$ cat config.mk
export PLATFORM = sky130hd
export DESIGN_NAME = reaction_timer_n
export DESIGN_NICKNAME = d
export VERILOG_FILES = /design/src/rtl/reaction_pkg.sv /design/src/rtl/seg_scan_n.sv /design/src/rtl/reaction_timer_n.sv
export SDC_FILE = /design/constraint.sdc
export NUM_CORES = 1
export LEC_CHECK = 0
export ABC_CLOCK_PERIOD_IN_PS = 3500
export CAP_MARGIN = 0
export CORE_MARGIN = 5
export CORE_UTILIZATION = 44
export DETAILED_ROUTE_END_ITERATION = 16
export HOLD_SLACK_MARGIN = 0.05
export SLEW_MARGIN = 20
export SYNTH_ARGS = -nofsm -noshare
export SYNTH_HDL_FRONTEND = slang
export SYNTH_SLANG_ARGS = --single-unit
$ cat constraint.sdc
create_clock -name clk -period 3.5 [get_ports clk]
set_input_delay 0.525 -clock clk [delete_from_list [all_inputs] [get_ports clk]]
set_output_delay 0.525 -clock clk [all_outputs]
set_load 0.05 [all_outputs]
$ cat src/rtl/reaction_pkg.sv
// rtl/reaction_pkg.sv - shared types, display constants and segment decoder for the reaction timer
package reaction_pkg;

    typedef enum logic [2:0] {
        IDLE = 3'd0,
        WAIT = 3'd1,
        RUN  = 3'd2,
        SHOW = 3'd3,
        FOUL = 3'd4
    } state_t;

    localparam logic [6:0]  SEG_BLANK = 7'b0000000;
    localparam logic [6:0]  SEG_DASH  = 7'b1000000;
    localparam logic [15:0] LFSR_TAPS = 16'hB400;

    // Segment order is {g,f,e,d,c,b,a}, active high.
    function automatic logic [6:0] bcd_to_seg(input logic [3:0] bcd);
        logic [6:0] s;
        case (bcd)
            4'd0:    s = 7'b0111111;
            4'd1:    s = 7'b0000110;
            4'd2:    s = 7'b1011011;
            4'd3:    s = 7'b1001111;
            4'd4:    s = 7'b1100110;
            4'd5:    s = 7'b1101101;
            4'd6:    s = 7'b1111101;
            4'd7:    s = 7'b0000111;
            4'd8:    s = 7'b1111111;
            4'd9:    s = 7'b1101111;
            default: s = SEG_BLANK;
        endcase
        return s;
    endfunction

endpackage

$ cat src/rtl/seg_scan_n.sv
// rtl/seg_scan_n.sv - time-multiplexed N-digit seven-segment scanner with registered outputs
module seg_scan_n
    import reaction_pkg::*;
#(
    parameter int DIGITS   = 2,
    parameter int SCAN_DIV = 4
) (
    input  logic                  clk,
    input  logic                  reset,
    input  logic [DIGITS*4-1:0]   bcd,
    input  logic                  blank,
    input  logic                  dash,
    output logic [6:0]            seg,
    output logic [DIGITS-1:0]     digit_sel
);

    localparam int SW = (SCAN_DIV > 1) ? $clog2(SCAN_DIV) : 1;
    localparam int IW = (DIGITS > 1) ? $clog2(DIGITS) : 1;
    localparam logic [SW-1:0] SCAN_MAX = SW'(SCAN_DIV - 1);
    localparam logic [IW-1:0] IDX_MAX  = IW'(DIGITS - 1);

    logic [SW-1:0]     scan_q, scan_d;
    logic [IW-1:0]     idx_q, idx_d;
    logic [6:0]        seg_q, seg_d;
    logic [DIGITS-1:0] sel_q, sel_d;

    // seg and digit_sel are both built from the next index so they always change on the same edge.
    always_comb begin
        scan_d = scan_q + 1'b1;
        idx_d  = idx_q;
        if (scan_q == SCAN_MAX) begin
            scan_d = '0;
            idx_d  = (idx_q == IDX_MAX) ? '0 : idx_q + 1'b1;
        end
        sel_d        = '0;
        sel_d[idx_d] = 1'b1;
        if (blank) begin
            seg_d = SEG_BLANK;
        end else if (dash) begin
            seg_d = SEG_DASH;
        end else begin
            seg_d = bcd_to_seg(bcd[4*idx_d +: 4]);
        end
    end

    always_ff @(posedge clk or posedge reset) begin
        if (reset) begin
            scan_q <= '0;
            idx_q  <= '0;
            seg_q  <= SEG_BLANK;
            sel_q  <= DIGITS'(1);
        end else begin
            scan_q <= scan_d;
            idx_q  <= idx_d;
            seg_q  <= seg_d;
            sel_q  <= sel_d;
        end
    end

    assign seg       = seg_q;
    assign digit_sel = sel_q;

endmodule

$ cat src/rtl/reaction_timer_n.sv
// rtl/reaction_timer_n.sv - reaction-time game core: button sync, FSM, LFSR delay, tick divider, BCD count
module reaction_timer_n
    import reaction_pkg::*;
#(
    parameter int          DIGITS   = 2,
    parameter int          TICK_DIV = 2_000_000,
    parameter int          SCAN_DIV = 4,
    parameter logic [15:0] SEED     = 16'hACE1
) (
    input  logic              clk,
    input  logic              reset,
    input  logic              start,
    input  logic              stop,
    output logic [6:0]        seg,
    output logic [DIGITS-1:0] digit_sel,
    output logic              led_go,
    output logic              foul
);

    localparam int TW = $clog2(TICK_DIV);
    localparam int BW = DIGITS * 4;
    localparam logic [TW-1:0] TICK_MAX = TW'(TICK_DIV - 1);

    logic          start_s1_q, start_s1_d, start_s2_q, start_s2_d;
    logic          start_prev_q, start_prev_d, start_edge_q, start_edge_d;
    logic          stop_s1_q, stop_s1_d, stop_s2_q, stop_s2_d;
    logic          stop_prev_q, stop_prev_d, stop_edge_q, stop_edge_d;
    logic [1:0]    vld_q, vld_d;
    logic [15:0]   lfsr_q, lfsr_d;
    logic [TW-1:0] tick_cnt_q, tick_cnt_d;
    logic [4:0]    delay_q, delay_d;
    logic [BW-1:0] bcd_q, bcd_d, bcd_inc;
    state_t        state_q, state_d;
    logic          led_go_q, led_go_d, foul_q, foul_d;
    logic          tick, all_nines, carry;

    // vld_q marks when the synchronisers hold real samples; until then prev stays 1
    // so a button held through reset never looks like a fresh press.
    always_comb begin
        vld_d        = {vld_q[0], 1'b1};
        start_s1_d   = start;
        start_s2_d   = start_s1_q;
        start_prev_d = vld_q[1] ? start_s2_q : 1'b1;
        start_edge_d = vld_q[1] & start_s2_q & ~start_prev_q;
        stop_s1_d    = stop;
        stop_s2_d    = stop_s1_q;
        stop_prev_d  = vld_q[1] ? stop_s2_q : 1'b1;
        stop_edge_d  = vld_q[1] & stop_s2_q & ~stop_prev_q;
        lfsr_d       = {1'b0, lfsr_q[15:1]} ^ (lfsr_q[0] ? LFSR_TAPS : 16'h0000);
    end

    assign tick = (tick_cnt_q == TICK_MAX);

    always_comb begin
        all_nines = 1'b1;
        carry     = 1'b1;
        bcd_inc   = bcd_q;
        for (int i = 0; i < DIGITS; i++) begin
            if (bcd_q[4*i +: 4] != 4'd9) all_nines = 1'b0;
            if (carry) begin
                if (bcd_q[4*i +: 4] == 4'd9) begin
                    bcd_inc[4*i +: 4] = 4'd0;
                end else begin
                    bcd_inc[4*i +: 4] = bcd_q[4*i +: 4] + 4'd1;
                    carry             = 1'b0;
                end
            end
        end
        if (all_nines) bcd_inc = bcd_q;
    end

    always_comb begin
        state_d    = state_q;
        delay_d    = delay_q;
        bcd_d      = bcd_q;
        tick_cnt_d = tick ? '0 : tick_cnt_q + 1'b1;
        case (state_q)
            IDLE, SHOW, FOUL: begin
                if (start_edge_q) begin
                    state_d    = WAIT;
                    delay_d    = 5'd5 + {1'b0, lfsr_q[3:0]};
                    tick_cnt_d = '0;
                end
            end
            WAIT: begin
                if (stop_edge_q) begin
                    state_d = FOUL;
                end else if (tick) begin
                    delay_d = delay_q - 5'd1;
                    if (delay_d == 5'd0) begin
                        state_d    = RUN;
                        bcd_d      = '0;
                        tick_cnt_d = '0;
                    end
                end
            end
            RUN: begin
                if (tick) bcd_d = bcd_inc;
                if (stop_edge_q) state_d = SHOW;
            end
            default: state_d = IDLE;
        endcase
        led_go_d = (state_q == RUN);
        foul_d   = (state_q == FOUL);
    end

    always_ff @(posedge clk or posedge reset) begin
        if (reset) begin
            vld_q        <= 2'b00;
            start_s1_q   <= 1'b0;
            start_s2_q   <= 1'b0;
            start_prev_q <= 1'b1;
            start_edge_q <= 1'b0;
            stop_s1_q    <= 1'b0;
            stop_s2_q    <= 1'b0;
            stop_prev_q  <= 1'b1;
            stop_edge_q  <= 1'b0;
            lfsr_q       <= SEED;
            tick_cnt_q   <= '0;
            delay_q      <= '0;
            bcd_q        <= '0;
            state_q      <= IDLE;
            led_go_q     <= 1'b0;
            foul_q       <= 1'b0;
        end else begin
            vld_q        <= vld_d;
            start_s1_q   <= start_s1_d;
            start_s2_q   <= start_s2_d;
            start_prev_q <= start_prev_d;
            start_edge_q <= start_edge_d;
            stop_s1_q    <= stop_s1_d;
            stop_s2_q    <= stop_s2_d;
            stop_prev_q  <= stop_prev_d;
            stop_edge_q  <= stop_edge_d;
            lfsr_q       <= lfsr_d;
            tick_cnt_q   <= tick_cnt_d;
            delay_q      <= delay_d;
            bcd_q        <= bcd_d;
            state_q      <= state_d;
            led_go_q     <= led_go_d;
            foul_q       <= foul_d;
        end
    end

    logic disp_blank, disp_dash;
    assign disp_blank = (state_q == IDLE) || (state_q == WAIT);
    assign disp_dash  = (state_q == FOUL);

    seg_scan_n #(
        .DIGITS   (DIGITS),
        .SCAN_DIV (SCAN_DIV)
    ) u_scan (
        .clk       (clk),
        .reset     (reset),
        .bcd       (bcd_q),
        .blank     (disp_blank),
        .dash      (disp_dash),
        .seg       (seg),
        .digit_sel (digit_sel)
    );

    assign led_go = led_go_q;
    assign foul   = foul_q;

endmodule
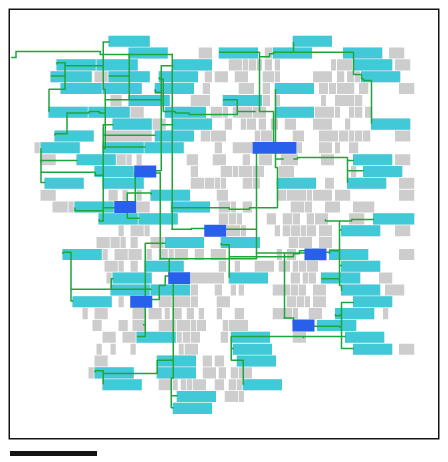
Fig. 1. Routed clock nets over the placement (run 1).
Scale bar: 20 um.
[green] clock wires | length: 937 um
[blue] clock-net drivers | count: 9
[cyan] flip-flops | count: 76
flops lie	widely spread
routed clock nets	10
Clk pwr share: 38.9%
Clk. pwr: 0.000704 W
Clock Latency Late Sink: 0.35 ns
Worst Skew: 0.0120 ns

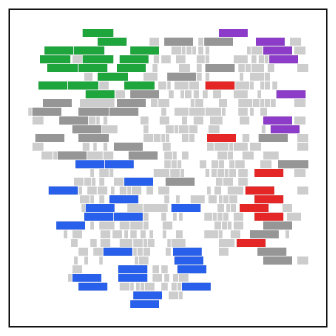
Fig. 2. Sequential cells coloured by netlist name (run 1).
Other sequential cells in the stronger grey, the rest of the logic in the fainter grey.
colour	netlist name	sequential cells
red	bcd_q	8
blue	tick_cnt_q	21
purple	u_scan.seg	7
green	lfsr_q	16
not coloured	24
Final Core Density: 50.9%
sequential cell area share: 49.3%
register area: 0.00192 mm2

==> results.txt, run 1 <==
yosys + openroad results -> min setup slack post-route=approximately 1.0 ns, worst-path cell chain=ha_1 -> xor2_1 -> mux2i_1 -> a21oi_1 -> or2_2 -> a31oi_1, critical path type=reg2reg, register bit count reported by yosys=approximately 76, slowest CP cell=mux2i_1, Setup crit end kind=flop, synthesized cell area=between 0.003 and 0.004 mm2, # resized after CTS=0, root buffer cell=clkbuf_8, grt peak-use layer=met2, dpl cell area=about 0.0037 mm2, total congestion overflow=0, Crit path largest cell delay=0.71 ns, H-tree Lvls=3, CTS clock-pin slew for the worst setup and hold paths=approximately 0.09 ns, Sw Share=26.5%, Flop pwr share=54.1%, CP max FO=11, final instance area=slightly below 0.004 mm2, CTS hold repair buffers=0, Placer Congestion=~0.8, # DRC=0, Max Cap Violations=0, Slew Limit Fails=0, Syn. warnings=0, initial antenna violation count=0, ANT cells=0, Synth top cell by count=dfrtp_1, dpl cells=~420, status=complete, no violations, Pre-antenna DRT Iters=4, crit start category=flop, Overall Power=between 0.0015 and 0.002 W, routed via count=between 2k and 2.5k, Sw Pwr=between 0.0004 and 0.0005 W, post-layout period usage of the worst path=between 70% and 80%, M1 GR Usage=roughly 17%, flip-flops with a built-in enable=0, share of flip-flops with an asynchronous set or reset=100%, layout cells sized above 1=about an eighth, synth unique cells=between 40 and 50, count of final setup violators=0, Max Buffers Root-to-Sink=2, total wire length=5.85 mm, Power Internal=0.00133 W
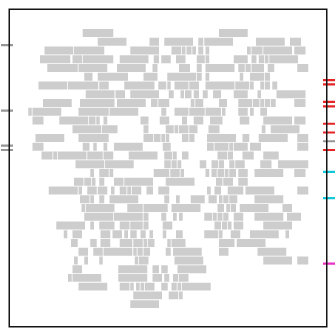
Fig. 3. Pin placement (run 1).
Pins as bars across the die edge, other pins in grey.
colour	port	pins	direction	edge
red	seg	7	output	east
cyan	digit_sel	2	output	east
magenta	led_go	1	output	east
PortBufs: 14
die extent in y: 98.3 um
Die Span X: 98.3 um

## run 1: critical path: cells and delay by family (launching register included)
family,cells,cell delay [ns]
AND/OR/NAND/NOR,1,0.34
XOR/XNOR,1,0.44
adder cells (fa/ha/maj),1,0.23
AND-OR/OR-AND,2,0.28
flip-flops,1,0.39
multiplexers,1,0.71
## run 1: state kept, by name (all words and copies together) (netlist names), 2 cells and up
name / flops
tick_cnt_q: 21
lfsr_q: 16
bcd_q: 8
u_scan.seg: 7
delay_q: 5
state_q: 3
u_scan.scan_q: 2
vld_q: 2
## run 1: cell families after synthesis
family,count (synthesis)
AND/OR/NAND/NOR,117
flip-flops,76
AND-OR/OR-AND,48
XOR/XNOR,26
buffers and inverters,23
adder cells (fa/ha/maj),14
multiplexers,8
other,1
## run 1: path summary, 6_finish.rpt
check	start	to	slack, ns	depth (start not counted)
min in group asynchronous	reset	start_s2_q$_DFF_PP0_	0.60	2
max	u_scan.scan_q[0]$_DFF_PP0_	u_scan.seg[2]$_DFF_PP0_	1.03	6
min reg2reg	vld_q[0]$_DFF_PP0_	vld_q[1]$_DFF_PP0_	0.35	0
max reg2reg	u_scan.scan_q[0]$_DFF_PP0_	u_scan.seg[2]$_DFF_PP0_	1.03	6
min	vld_q[0]$_DFF_PP0_	vld_q[1]$_DFF_PP0_	0.35	0
max in group asynchronous	reset	u_scan.digit_sel[0]$_DFF_PP1_	2.10	3
## run 1: area by class of cell
type / instances / area, um2
fillers: 688 / 3760
flip-flops and latches: 76 / 1920
multi-input cells: 214 / 1420
repair buffers: 16 / 155
well taps: 102 / 128
clock buffers: 9 / 124
clock inverters: 7 / 87.6
inverters: 15 / 56.3
## run 1: layer usage
layer / vias up / part of all wire, %
met1: 1092 / 48
met4: 0 / 1.7
met2: 28 / 47
met3: 9 / 3.0
li1: 1120 / -
met5: - / 0
==> run 1 -> run 2 <==
ABC_CLOCK_PERIOD_IN_PS = 2130   (was 3500)
clock period = 2.13 ns   (was 3.5 ns; I/O delays follow)
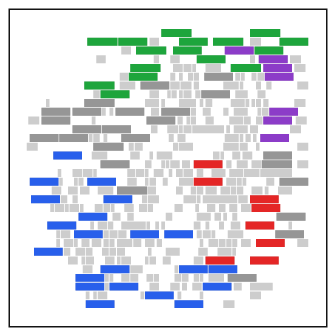
Fig. 4. Sequential cells coloured by netlist name (run 2).
Other sequential cells in the stronger grey, the rest of the logic in the fainter grey.
colour	netlist name	sequential cells
purple	u_scan.seg	7
red	bcd_q	8
blue	tick_cnt_q	21
green	lfsr_q	16
register area: 0.00192 mm2
Final Core Density: 53.4%
sequential cell area share: 47.0%

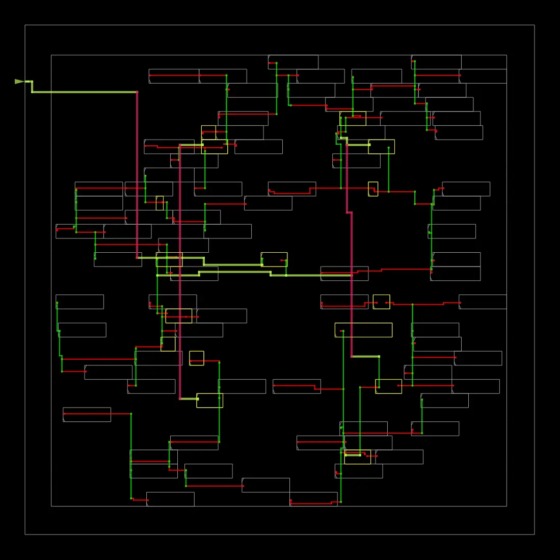
Fig. 5. The clock network (run 2).
Worst Skew: 0.0118 ns
Clk. pwr: 0.00108 W
Clock Buffer Count: 10
Num CTS Buffers: 9
Seq cells: 76

==> run 2 against run 1 <==
Non-clock buffer count increased by 18. Register-to-register slack got worse by 0.93 ns. Clock power increased by 53%. Synthesized cell count unchanged. Via count increased by 2.7%. Combinational power increased by 93%. Highest routed layer unchanged.
==> results.txt, run 2 <==
yosys + openroad results -> Clock Latency Late Sink=about 0.35 ns, dpl cell area=0.00382 mm2, Non-Clock Buffer Count=34, root buffer cell=clkbuf_8, min setup slack post-route=0.105 ns, register bit count reported by yosys=about 76, Die Span X=around 100 um, count of final setup violators=0, max reg flops=21, CTS clock-pin slew for the worst setup and hold paths=~0.080 ns, total wire length=5.97 mm, logic share of the area=between 30% and 40%, status=complete, no violations, Highest Signal Layer=met4, total congestion overflow=0, Pre-antenna DRT Iters=4, layout cells sized above 1=18.9%, dpl cells=around 440, die extent in y=approximately 98 um, routed via count=approximately 2.3k, Slew Limit Fails=0, RR Startpoint=tick_cnt_q[7]$_DFF_PP0_, H-tree Lvls=3, Max Buffers Root-to-Sink=2, share of flip-flops with an asynchronous set or reset=100%, synth unique cells=between 40 and 50, Well Taps=between 100 and 150, Top reg by flops=tick_cnt_q, initial antenna violation count=0, Fillers=slightly below 700, CP max FO=12, crit start category=flop, final instance area=0.00408 mm2, critical path type=reg2reg, Comb area=0.00148 mm2, clk cell area share=4.75%, top cell category=sequential cells, Placer Congestion=between 0.7 and 0.8, DR WL met2=roughly 2.6 mm, biggest regs=tick_cnt_q: 21 flops, lfsr_q: 16 flops, bcd_q: 8 flops, Non-CTS inverters=15
## run 2: report_power, final
group	switching, W	leakage (nW)	internal [W]
Sequential	0.0000878	0.981	0.00152
Clock	0.000536	0.0885	0.000541
Combinational	0.000126	0.805	0.000121
## run 2: worst paths after layout
path | to | slack (ns) | depth (start not counted)
max in group asynchronous | lfsr_q[15]$_DFF_PP1_ | 1.35 | 3
min reg2reg | start_s2_q$_DFF_PP0_ | 0.35 | 0
min in group asynchronous | bcd_q[4]$_DFFE_PP0P_ | 0.41 | 3
max reg2reg | bcd_q[0]$_DFFE_PP0P_ | 0.11 | 6
max | bcd_q[0]$_DFFE_PP0P_ | 0.11 | 6
min | start_s2_q$_DFF_PP0_ | 0.35 | 0
## run 2: kinds of logic after synthesis
kind of cell               count (synthesis)  share of synthesized area, %
AOI/OAI and AO/OA                         48                          8.98
xor gates and xnor gates                  26                          6.64
adders and majority gates                 14                          5.11
buffers and inverters                     23                          2.66
DFF                                       76                          55.9
muxes                                      8                          2.48
other                                      1                         0.109
and+or+nand+nor                          117                          18.2
## run 2: critical path: stages (launching register included)
cell,delay (ns)
dfrtp_1,0.38
or4_4,0.54
nor4_4,0.16
nand3_1,0.13
buf_4,0.21
or3_1,0.39
mux2i_1,0.13
## run 2: repair_timing
| item | 4_1_cts | 5_1_grt |
|---|---|---|
| hold endpoints to repair | 0 | 0 |
| hold buffers | 0 | 0 |
| endpoints found under the setup margin | 6 | 15 |
| buffers inserted | 0 | 2 |
| pin swaps | 0 | 1 |
| gates resized | 1 | 7 |
## run 2: per-stage QoR
step	setup TNS (ns)	hold slack, ns
global placement	0	0.332
detailed placement	-0.152	0.335
CTS	0	0.354
global route	-0.0124	0.361
finish	0	0.353
floorplan	0	0.331
==> run 2 -> run 3 <==
SKIP_LAST_GASP = 1   (was not set)
SLEW_MARGIN = not set   (was 20)
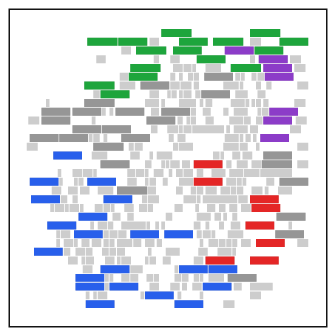
Fig. 6. Sequential cells coloured by netlist name (run 3).
Other sequential cells in the stronger grey, the rest of the logic in the fainter grey.
colour	netlist name	sequential cells
green	lfsr_q	16
red	bcd_q	8
blue	tick_cnt_q	21
purple	u_scan.seg	7
not coloured	24
Seq. pwr: 0.00161 W

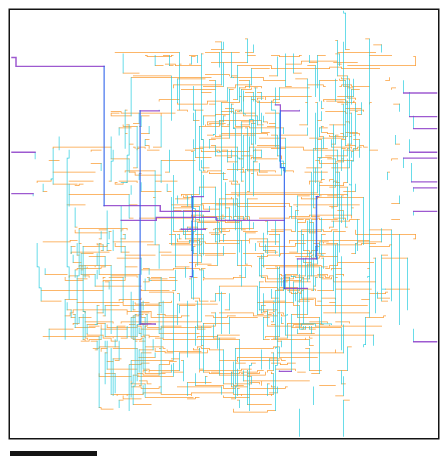
Fig. 7. Metal layers overlaid (run 3).
Scale bar: 20 um.
colour	layer	wire length
blue	M4	155 um
purple	M3	188 um
cyan	M2	2,630 um
orange	M1	2,990 um
routed via count: 2,310
total wire length: 5.97 mm

==> run 3 against run 2 <==
Cell area unchanged. Clock power about the same. Count of clock-buffer cells in the layout did not move. Utilization stayed put. Global-route usage is the same. Combinational power barely moved. First-iteration DRC count unchanged. Register-to-register slack about the same. Worst hold slack did not move. Setup slack stayed put.
==> results.txt, run 3 <==
yosys + openroad results -> XOR Share, Synth=under 10%, Non-Clock Buffer Count=34, Num CTS Buffers=9, Placer Congestion=approximately 0.77, biggest regs=tick_cnt_q: 21 flops, lfsr_q: 16 flops, bcd_q: 8 flops, Min-Delay Endpoint=start_s2_q$_DFF_PP0_, Non-clock buffer share=roughly 7.4%, # DRC=0, Complex Gates by Area=8.97%, Max Cap Violations=0, adder share=around 5.1%, Top delay family on crit path=simple AND/OR/NAND/NOR gates, multi-input gate count=around 210, top cell category=sequential cells, sequential cell area share=between 40% and 50%, die extent in y=between 90 and 100 um, Pre-antenna DRT Iters=4, M1 GR Usage=between 10% and 20%, root buffer cell=clkbuf_8, grt peak-use layer=met1, slowest CP cell=or4_4, Top reg by flops=tick_cnt_q, Simple Share, Synth=18.2%, max reg flops=21, Syn. warnings=0, Top non-seq family=simple AND/OR/NAND/NOR gates, Hold Path Origin=start_s1_q$_DFF_PP0_, synthesized cell area=roughly 0.0034 mm2, DR WL met2=around 2.6 mm, CTS clock-pin slew for the worst setup and hold paths=roughly 0.080 ns, Fillers=approximately 680, Non-CTS inverters=15, status=complete, no violations, register bit count reported by yosys=76, logic share of the area=between 30% and 40%, Highest Signal Layer=met4, synth unique cells=between 40 and 50, CP max FO=12, r2r endpoint=bcd_q[0]$_DFFE_PP0P_, total congestion overflow=0, Max Buffers Root-to-Sink=2, critical path type=reg2reg, flip-flops with a built-in enable=0, Well Taps=102, worst-path cell chain=or4_4 -> nor4_4 -> nand3_1 -> buf_4 -> or3_1 -> mux2i_1, register area=0.00192 mm2, Seq cells=about 76, crit path buf inv count=1, Slew Limit Fails=0
## run 3: cell counts after synthesis
Identical to the previous run, type by type.
## run 3: metrics by stage
| stage | setup TNS, ns | area, um2 | cells |
|---|---|---|---|
| 6_report | 0 | 4080 | 457 |
| 5_1_grt | -0.0124 | 4080 | 457 |
| 4_1_cts | 0 | 4030 | 455 |
| 3_5_place_dp | -0.152 | 3820 | 439 |
| 3_3_place_gp | 0 | 3820 | 439 |
| 2_1_floorplan | 0 | 3440 | 313 |
## run 3: timing repair
action / CTS / global route
gates resized: 1 / 7
pin swaps: 0 / 1
buffers inserted: 0 / 2
endpoints found under the setup margin: 6 / 15
## run 3: where the power goes
group / leakage (nW) / internal, W / switching (W)
clock: 0.0885 / 0.000541 / 0.000536
combinational: 0.805 / 0.000121 / 0.000126
sequential: 0.981 / 0.00152 / 0.0000878
## run 3: how the worst max path moves through the flow
stage,cells past startpoint,start,to
6_report,6,tick_cnt_q[7]$_DFF_PP0_,bcd_q[0]$_DFFE_PP0P_
2_1_floorplan,8,u_scan.scan_q[0]$_DFF_PP0_,u_scan.seg[5]$_DFF_PP0_
4_1_cts,8,u_scan.scan_q[0]$_DFF_PP0_,u_scan.seg[5]$_DFF_PP0_
5_1_grt,8,u_scan.scan_q[0]$_DFF_PP0_,u_scan.seg[5]$_DFF_PP0_
3_3_place_gp,6,delay_q[0]$_DFFE_PP0P_,bcd_q[2]$_DFFE_PP0P_
3_5_place_dp,6,delay_q[0]$_DFFE_PP0P_,bcd_q[5]$_DFFE_PP0P_
## run 3: cell families after synthesis
kind of cell    after synthesis
mux                           8
other cells                   1
buf+inv                      23
xor+xnor                     26
fa+ha+maj                    14
flops                        76
compound gates               48
simple gates                117
No activity file was given, so power comes from the tool's default toggle rates.
